==> run_1/floorplan.png <==
Scale bar: 10 um. Pins as bars on the die edge. Tap cells in grey.
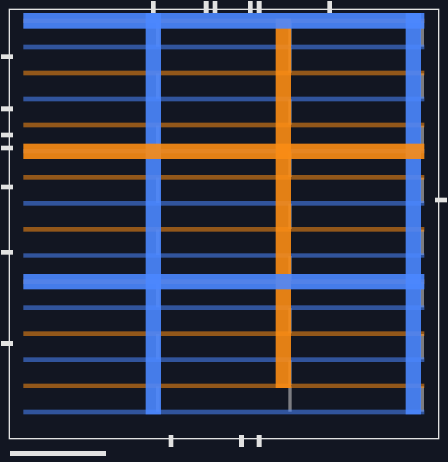
==> run_1/class_map.png <==
Scale bar: 10 um.
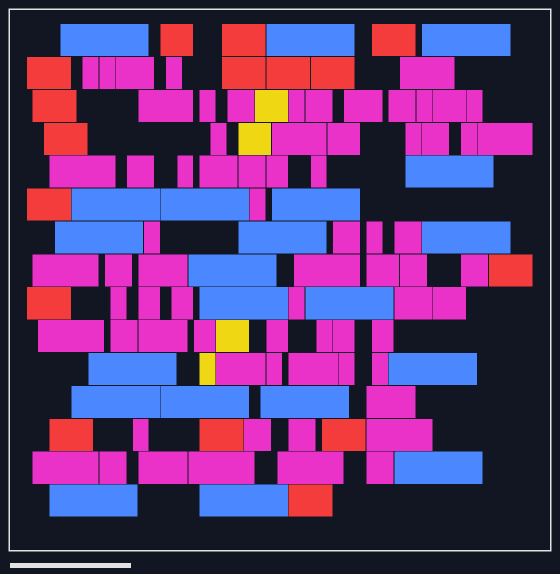
==> run_1/clock_wires.png <==
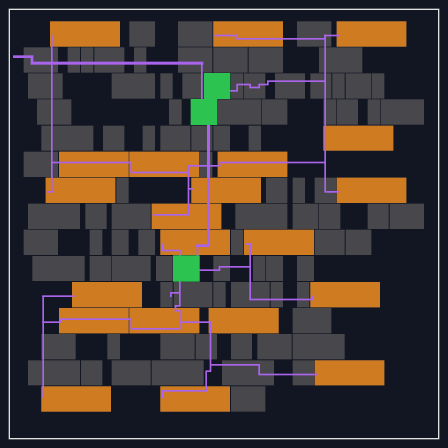
File: config.mk
export PLATFORM = sky130hd
export DESIGN_NAME = bit_serializer
export DESIGN_NICKNAME = d
export VERILOG_FILES = /design/src/rtl/bit_serializer_pkg.sv /design/src/rtl/word_hold_reg.sv /design/src/rtl/bit_serializer.sv
export SDC_FILE = /design/constraint.sdc
export NUM_CORES = 1
export LEC_CHECK = 0
export CAP_MARGIN = 10
export CORE_UTILIZATION = 54
export DETAILED_ROUTE_END_ITERATION = 10
export MAX_ROUTING_LAYER = met4
export PLACE_DENSITY = 0.81
export SLEW_MARGIN = 5
export SYNTH_ARGS = -nofsm -noshare
export SYNTH_HDL_FRONTEND = slang
export SYNTH_SLANG_ARGS = --single-unit
File: constraint.sdc
create_clock -name clk -period 5.5 [get_ports clk]
set_input_delay 1.1 -clock clk [delete_from_list [all_inputs] [get_ports clk]]
set_output_delay 1.1 -clock clk [all_outputs]
set_load 0.1 [all_outputs]
File: src/rtl/bit_serializer_pkg.sv
// Shared types and defaults for the bit_serializer codebase slice.
package bit_serializer_pkg;

  typedef enum logic {
    IDLE  = 1'b0,
    SHIFT = 1'b1
  } state_t;

  localparam int unsigned DEFAULT_WIDTH    = 8;
  localparam logic        DEFAULT_IDLE_BIT = 1'b0;

endpackage

File: src/rtl/word_hold_reg.sv
// One-entry holding register between the load handshake and the shifter.
module word_hold_reg
  import bit_serializer_pkg::*;
#(
  parameter int unsigned WIDTH = DEFAULT_WIDTH
) (
  input  logic             clk,
  input  logic             reset,
  input  logic             wr_en,
  input  logic [WIDTH-1:0] wr_data,
  input  logic             rd_en,
  output logic [WIDTH-1:0] pend_data,
  output logic             pend_valid
);

  logic [WIDTH-1:0] r_data;
  logic             r_valid;

  // A write in the same cycle as a read wins: the slot stays full with the new word.
  always_ff @(posedge clk) begin
    if (reset) begin
      r_data  <= '0;
      r_valid <= 1'b0;
    end else if (wr_en) begin
      r_data  <= wr_data;
      r_valid <= 1'b1;
    end else if (rd_en) begin
      r_valid <= 1'b0;
    end
  end

  assign pend_data  = r_data;
  assign pend_valid = r_valid;

endmodule

File: src/rtl/bit_serializer.sv
// Parallel-in/serial-out stage feeding the transition detector; back-to-back frames via a one-word hold register.
module bit_serializer
  import bit_serializer_pkg::*;
#(
  parameter int unsigned WIDTH     = DEFAULT_WIDTH,
  parameter bit          MSB_FIRST = 1'b1,
  parameter logic        IDLE_BIT  = DEFAULT_IDLE_BIT
) (
  input  logic             clk,
  input  logic             reset,
  input  logic [WIDTH-1:0] load_data,
  input  logic             load_valid,
  output logic             load_ready,
  output logic             ser_out,
  output logic             ser_valid,
  output logic             frame_start,
  output logic             frame_done,
  output logic             busy
);

  localparam int unsigned     CW       = $clog2(WIDTH);
  localparam logic [CW-1:0]   LAST_CNT = CW'(WIDTH - 1);

  state_t           r_state;
  state_t           w_next_state;
  logic [WIDTH-1:0] r_shift;
  logic [CW-1:0]    r_bit_cnt;

  logic [WIDTH-1:0] w_pend_data;
  logic             w_pend_valid;
  logic             w_last;
  logic             w_consume;
  logic             w_xfer;

  assign w_last    = (r_state == SHIFT) && (r_bit_cnt == LAST_CNT);
  assign w_consume = w_pend_valid && ((r_state == IDLE) || w_last);
  // Ready depends only on registered state; reset masks it so nothing is accepted while held in reset.
  assign load_ready = !reset && (!w_pend_valid || w_consume);
  assign w_xfer     = load_valid && load_ready;
  assign busy       = (r_state == SHIFT) || w_pend_valid;

  word_hold_reg #(
    .WIDTH(WIDTH)
  ) u_hold (
    .clk       (clk),
    .reset     (reset),
    .wr_en     (w_xfer),
    .wr_data   (load_data),
    .rd_en     (w_consume),
    .pend_data (w_pend_data),
    .pend_valid(w_pend_valid)
  );

  always_ff @(posedge clk) begin
    if (reset) begin
      r_state <= IDLE;
    end else begin
      r_state <= w_next_state;
    end
  end

  always_comb begin
    w_next_state = r_state;
    ser_out      = IDLE_BIT;
    ser_valid    = 1'b0;
    frame_start  = 1'b0;
    frame_done   = 1'b0;
    case (r_state)
      IDLE: begin
        if (w_consume) w_next_state = SHIFT;
      end
      SHIFT: begin
        ser_out     = MSB_FIRST ? r_shift[WIDTH-1] : r_shift[0];
        ser_valid   = 1'b1;
        frame_start = (r_bit_cnt == '0);
        frame_done  = w_last;
        if (w_last && !w_pend_valid) w_next_state = IDLE;
      end
      default: w_next_state = IDLE;
    endcase
  end

  always_ff @(posedge clk) begin
    if (reset) begin
      r_shift   <= '0;
      r_bit_cnt <= '0;
    end else if (w_consume) begin
      r_shift   <= w_pend_data;
      r_bit_cnt <= '0;
    end else if (r_state == SHIFT) begin
      if (MSB_FIRST) begin
        r_shift <= {r_shift[WIDTH-2:0], 1'b0};
      end else begin
        r_shift <= {1'b0, r_shift[WIDTH-1:1]};
      end
      r_bit_cnt <= r_bit_cnt + CW'(1);
    end
  end

endmodule

==> impl_metrics.json, run 1 <==
{
  "num_vias": 700,
  "cts_sinks": 21,
  "ys_top_logic_family": "simple AND/OR/NAND/NOR gates",
  "synth_area_leader_cell": "dfxtp_1",
  "numCtsBuffers": 3,
  "wl_per_cell_um": 11.63,
  "dr.max_layer_used": "met4",
  "maxSlewViolCount": 0,
  "layout_top_cells": "21 x dfxtp_1, 15 x nor2_1, 15 x clkdlybuf4s50_1, 9 x nor2b_1, 8 x mux2_4",
  "avgViaCountPerCell": 5.109,
  "dp_slack_ps": 1939,
  "grt_use_total": 0.1831,
  "die-area_sq_um": 1994,
  "synthFlopType": "dfxtp_1",
  "edf_count": 0,
  "top_cell": "dfxtp_1",
  "maxCapViolCount": 0,
  "clock_area_frac": 0.02273,
  "comb_share": 0.4372,
  "grt_first_pass_wirelength_um": 2573,
  "hold_violations": 0,
  "syn_avg_cell_area_sq_um": 9.921,
  "clk_root_buffer_cell": "clkbuf_4",
  "ir_drop_mv": 0.1576,
  "start_kind": "input pin",
  "stdcell_count": 137,
  "wl_met1_um": 850,
  "status": "finished, final reports clean",
  "die_w_um": 44.65,
  "postCtsSetupBuffers": 0,
  "critPathBufInv": 2,
  "synth_cell_type_count": 22,
  "setup_viol": 0,
  "setup_tns_ps": 0,
  "wl_met3_um": 49,
  "cts_tree": "built",
  "synth_seq_share": 0.4280,
  "cts-htree-levels": 1,
  "ys_sh_mux": 0.1223,
  "syn_inst": 99,
  "critPathKind": "input pin to output pin",
  "fin_crit_sh": 0.6468,
  "nNetsFinal": 127,
  "wl_um": 1593,
  "netlist_area_sq_um": 982.2,
  "slowest_delay_ps": 810
}
Notes on floorplan.png above:
net	colour
VDD	orange
VSS	blue
met1 rails	16
signal pins	17

Notes on class_map.png above:
class	colour	cells	share of their area
remaining logic cells	magenta	71	46%
registers	blue	21	37%
remaining buffers and delay cells	red	16	14%
clock drivers and dummy loads	yellow	4	2.3%

Notes on clock_wires.png above:
[clock wires] purple | length: 240 um
[flip-flops] orange | count: 21
[clock-net drivers] green | count: 3
routed clock nets	4

run 1: routing by layer:
metal / up-vias / GRT usage
met3: 2 / 0.03673
met1: 315 / 0.2670
li1: 368 / -
met2: 15 / 0.2441
met5: - / -
met4: 0 / 0.07273
run 1: report_power, final:
group | internal [W] | switching, W | leakage (nW)
registers | 0.000164 | 0.0000102 | 0.173
clock network | 0.0000282 | 0.0000452 | 0.0150
logic | 0.0000306 | 0.0000356 | 0.298
run 1: sequential cells by signal (all words and copies together) (netlist names):
name               cells
r_state                1
u_hold.pend_data       8
r_shift                8
r_bit_cnt              3
u_hold.pend_valid      1
run 1: worst paths after layout:
kind,startpoint,to,slack (ps)
min,r_shift[0],r_shift[0],520
min reg2reg,r_shift[0],r_shift[0],520
max,reset,load_ready,1940
max reg2reg,r_bit_cnt[0],u_hold.pend_data[7],3470
==> run_1/layers.png <==
Scale bar: 10 um. Two of the layers only.
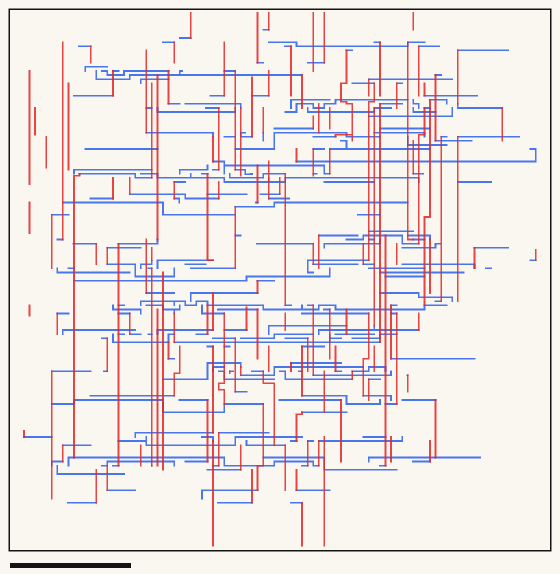

==> run 2, diff against run 1 <==
--- a/config.mk
+++ b/config.mk
@@ -6,10 +6,10 @@
 export NUM_CORES = 1
 export LEC_CHECK = 0
 export CAP_MARGIN = 10
-export CORE_UTILIZATION = 54
+export CORE_UTILIZATION = 45
 export DETAILED_ROUTE_END_ITERATION = 10
 export MAX_ROUTING_LAYER = met4
-export PLACE_DENSITY = 0.81
+export PLACE_DENSITY = 0.72
 export SLEW_MARGIN = 5
 export SYNTH_ARGS = -nofsm -noshare
 export SYNTH_HDL_FRONTEND = slang
==> constraint.sdc (replaced) <==
create_clock -name clk -period 3.1 [get_ports clk]
set_input_delay 0.62 -clock clk [delete_from_list [all_inputs] [get_ports clk]]
set_output_delay 0.62 -clock clk [all_outputs]
set_load 0.1 [all_outputs]
==> run_2/layers.png <==
Scale bar: 10 um. Two of the layers only.
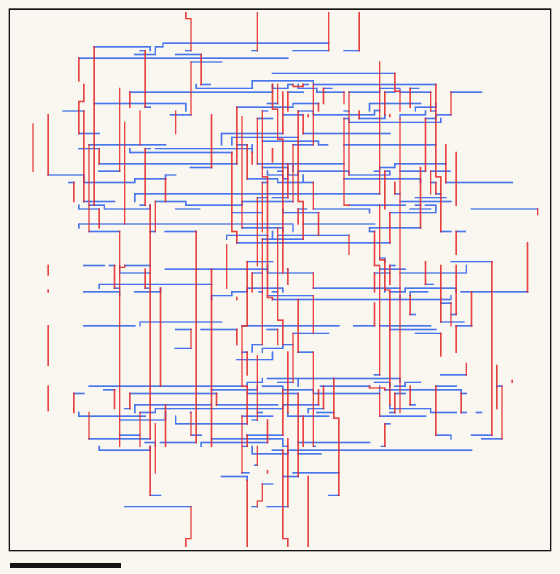
layer	colour	wire length
M1	blue	922 um
M2	red	736 um

==> run 2 against run 1 <==
Compared with the run above:
- global-route usage is 1.6 points lower
- die area up 19%
- critical path depth did not move
- worst hold slack worse by 9.7 ps
- power increased by 79%
- clock skew increased by 1.0 ps
- core utilization fell by 9.4 points
- sequential cell count is the same
- cell area rose by 0.97%
- largest power group unchanged
- highest routed layer unchanged
==> impl_metrics.json, run 2 <==
{
  "status": "finished, final reports clean",
  "synthFlopType": "dfxtp_1",
  "ys_top_logic_family": "simple AND/OR/NAND/NOR gates",
  "grt_use_total": 0.1668,
  "slowest_delay_ps": 780,
  "ys_sh_mux": 0.1223,
  "wl_met3_um": 59,
  "critPathKind": "register to output pin",
  "setup_viol": 0,
  "ir_drop_mv": 0.2266,
  "postCtsSetupBuffers": 0,
  "grt_busiest_layer": "met1",
  "cts_sinks": 21,
  "numCtsBuffers": 3,
  "netlist_area_sq_um": 982.2,
  "hold_path_end": "r_shift[0]",
  "globalRouteMet1Util": 0.2358,
  "use_met2": 0.2245,
  "worstHoldStart": "r_shift[0]",
  "setup_tns_ps": 0,
  "die-area_sq_um": 2374,
  "syn_inst": 99,
  "layout_top_cells": "21 x dfxtp_1, 15 x nor2_1, 10 x clkdlybuf4s50_1, 9 x nor2b_1, 8 x mux2_4",
  "top_cell": "dfxtp_1"
}
==> run_2/placed.png <==
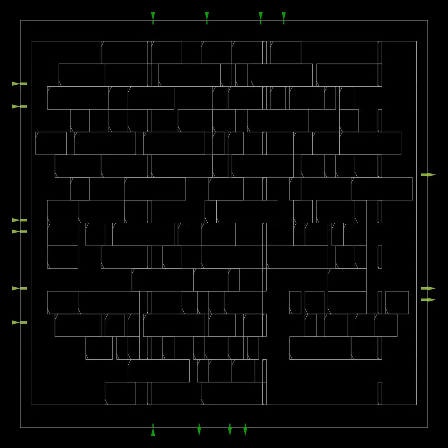
Seq area share: 0.3601
row cnt: 16
flop count: 21
Fillers: 191

==> run 2: layout make-up <==
type                       count  area, sq um  area share
inverter                       4        15.01     0.01286
timing repair buffer          17        165.2      0.1415
tap                           27        33.78     0.02894
clock inverter                 1        5.005    0.004287
multi-input combinational     67        505.5      0.4330
clock buffer                   3        22.52     0.01929
sequential                    21        420.4      0.3601
==> run 2: where the power goes <==
| group | leakage (nW) | internal [W] | switching, W |
|---|---|---|---|
| Sequential | 0.173 | 0.000291 | 0.0000201 |
| Combinational | 0.315 | 0.0000560 | 0.0000641 |
| Clock | 0.0177 | 0.0000482 | 0.0000831 |
| Total | 0.506 | 0.000395 | 0.000167 |
==> run 2: worst reg2reg max path, stage by stage (launching register included) <==
cell	delay, ps
dfxtp_1	370
ha_1	150
ha_1	190
and3b_4	220
or3b_1	570
mux2_4	370
Power and IR drop assume default switching activity.
